==> config.mk <==
export PLATFORM = sky130hd
export DESIGN_NAME = fetch_controller
export DESIGN_NICKNAME = d
export VERILOG_FILES = /design/src/rtl/fetch_ctrl_pkg.sv /design/src/rtl/fetch_controller_program_counter.sv /design/src/rtl/fetch_controller.sv
export SDC_FILE = /design/constraint.sdc
export NUM_CORES = 1
export LEC_CHECK = 0
export ABC_AREA = 1
export ABC_CLOCK_PERIOD_IN_PS = 1800
export CAP_MARGIN = 15
export CORE_AREA = 2 2 49 51
export CTS_BUF_LIST = sky130_fd_sc_hd__clkbuf_16
export CTS_CLUSTER_SIZE = 20
export DETAILED_ROUTE_END_ITERATION = 10
export DIE_AREA = 0 0 51 53
export PLACE_DENSITY = 0.75
export RECOVER_POWER = 25
export SKIP_LAST_GASP = 1
export SYNTH_ARGS = -nofsm -noshare
export SYNTH_HDL_FRONTEND = slang
export SYNTH_SLANG_ARGS = --single-unit
==> constraint.sdc <==
create_clock -name clk -period 1.8 [get_ports clk]
set_input_delay 0.18 -clock clk [delete_from_list [all_inputs] [get_ports clk]]
set_output_delay 0.18 -clock clk [all_outputs]
set_load 0.1 [all_outputs]
I/O pins on the die edge:
Pins as bars across the die edge, other pins in grey.
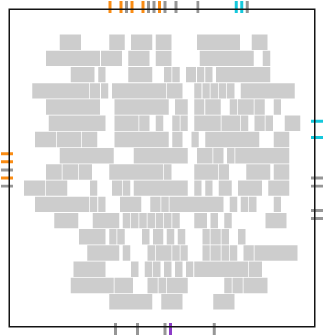
Cyan marks rom_addr, pins 4, direction output, edge 2 top, 2 right. Purple marks stop, pins 1, direction input, edge bottom. Orange marks rom_data, pins 8, direction input, edge 5 top, 3 left.
port bufs: 29
Die H: 53 um
width of the die: 51 um

Clock nets:
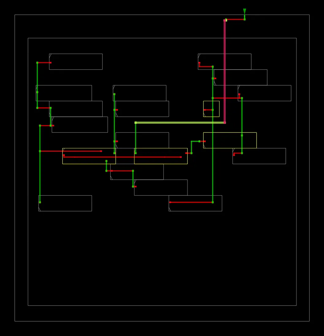
worst skew pair latency: 0.24 ns
Setup Skew: 0.0007640 ns
CLK BUF: 3
Num Clock Sinks: 15

Routed clock nets over the placement:
The bar under the picture is 20 um long.
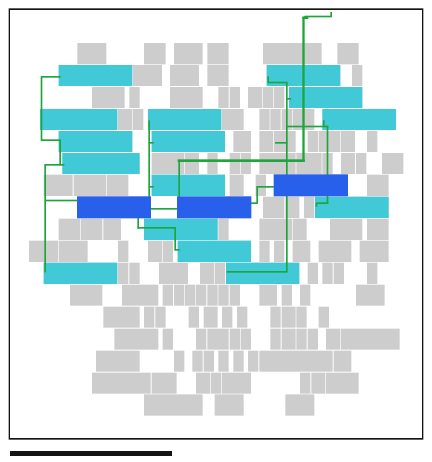
Blue marks clock-net drivers, count 3. Green marks clock wires, length 183 um. Cyan marks flip-flops, count 15.
There are 4 routed clock nets.

==> qor.yml <==
final_timing:
  finalCriticalPeriod_ns: 1.689
  slew_violations: 0
  rsz0062_at_grt: "no"
  fmax_mhz: 592.2
  worst_pin_slew_ns: 0.7968
  setup_viol: 0
  period_used_share: 0.9382
  relSlewSlack: 0.4688
  fin_setup_tns_ns: 0
clock_network:
  cts_hold_buffers: 0
  clockBufferDepth: 2
  cts_setup_buffers: 0
  cts_buffers: 3
  cts_max_level: 1
  root_buffer: "clkbuf_16"
  cts_resized: 2
  clk_pin_slew_ns: 0.05
  cts_tree: "done"
synthesis:
  synth.avg_cell_area_um2: 7.757
  ys.flops: 15
  ff_type: "dfrtp_1"
  ys_warn_count: 0
  synth_area_um2: 930.9
  yosys-stat-area_um2: 930.9
  syn_nets: 140
  aoi_share: 0.07124
  postSynthSeqShare: 0.4032
  synth-simple-area-share: 0.2930
  netlist_logic_family_top: "simple AND/OR/NAND/NOR gates"
  yosys.area.top_type: "dfrtp_1"
  async_reset_ff_frac: 1.000
  common_cells: "nand2_1, inv_1, dfrtp_1"
  top_area_frac: 0.4032
  synthCells: 120
  most_common_cell: "nand2_1"
  synthXorXnorAreaFrac: 0.009409
  edf_count: 0
  yosysCellCount: 120
  top_cells_by_area: "dfrtp_1, nand2_1, ha_1"
worst_hold_path:
  hold_class: "flop to flop"
  min_path_cells: 1
cells_and_area:
  lay_top_count: "nand2_1"
  logic_area_um2: 504.2
  dominant_cells: "combinational gates"
  antennaDiodeCount: 0
  buf_share: 0.2253
  comb_share: 0.3647
  nFillCells: 190
  layout-drive-gt1-share: 0.2792
  clock_area_frac: 0.05973
  comb_cells: 86
  area_delta_synth_final_pct: 48.52
  seq_share: 0.2733
  seqCellArea_um2: 377.9
  n_all_inverters: 18
  final_cell_mix: "nand2_1, inv_1, dfrtp_1, buf_4"
  largest_reg_flops: 8
die:
  core.rowCount: 17
  tap_cells: 28
  ios: 30
  initial_core_util: 0.4333
  core_mm2: 0.002148
  die-area_mm2: 0.002703
global_route:
  grt_first_pass_wirelength_um: 3415
  grt.total_usage: 0.1702
  grt_pass1_vias: 828
  grt_max_degree: 16
  gr-total-overflow: 0
  antenna_found_initial: 0
placed_design:
  gp_congestion: 0.7925
  hpwl_um: 1632
critical_path:
  critical_path.top_delay_family: "buffers and inverters"
  crit_path_max_incr_delay_ns: 0.40
  cp_max_fo: 6
  worst-setup-path-type: "flop to output port"
  cp.arrival_ns: 1.51
  required_ns: 1.62
  path_buffers: 3
  r2r_cells: 8
  crit_cells: 7
  worst_path_max_delay_cell: "dfrtp_1"
  r2r_slack_ns: 0.15
  timing.critical_path.from_type: "flop"
  path_cells: "inv_2, ha_4, nand2_1, nor2_4, nand2_4, inv_4, buf_12"
  cp-end-kind: "output port"
job:
  maxCapViolCount: 0
  tool_warnings: 30
run_status:
  outcome: "completed"
drt:
  wirelength_um: 2080
  drtIter0Drc: 15
  ant_nets: 0
  route.vias.total: 853
  routedWlPerCell_um: 11.43
  via_per_inst: 4.687
  drt_pass1_iterations: 4
-- per-layer routing --
| layer | GRT usage | up-vias | routed length, um |
|---|---|---|---|
| li1 | - | 441 | - |
| met1 | 0.2018 | 397 | 903 |
| met2 | 0.3074 | 13 | 1097 |
| met3 | 0.04237 | 2 | 61 |
| met4 | 0.04054 | 0 | 17 |
| met5 | 0 | - | 0 |
-- metrics by stage --
stage               worst slack (ns)    util  instances  hold WS (ns)  instance area [um2]
floorplan                   0.007881       -        120       -0.1156                945.9
global placement              0.2408  0.5976        177        0.4966                 1284
global route                 0.02247  0.6436        182        0.5535                 1383
CTS                          0.05691  0.6372        181        0.2576                 1369
detailed placement            0.2129  0.5976        177        0.5126                 1284
finish                        0.1113  0.6436        182        0.5202                 1383
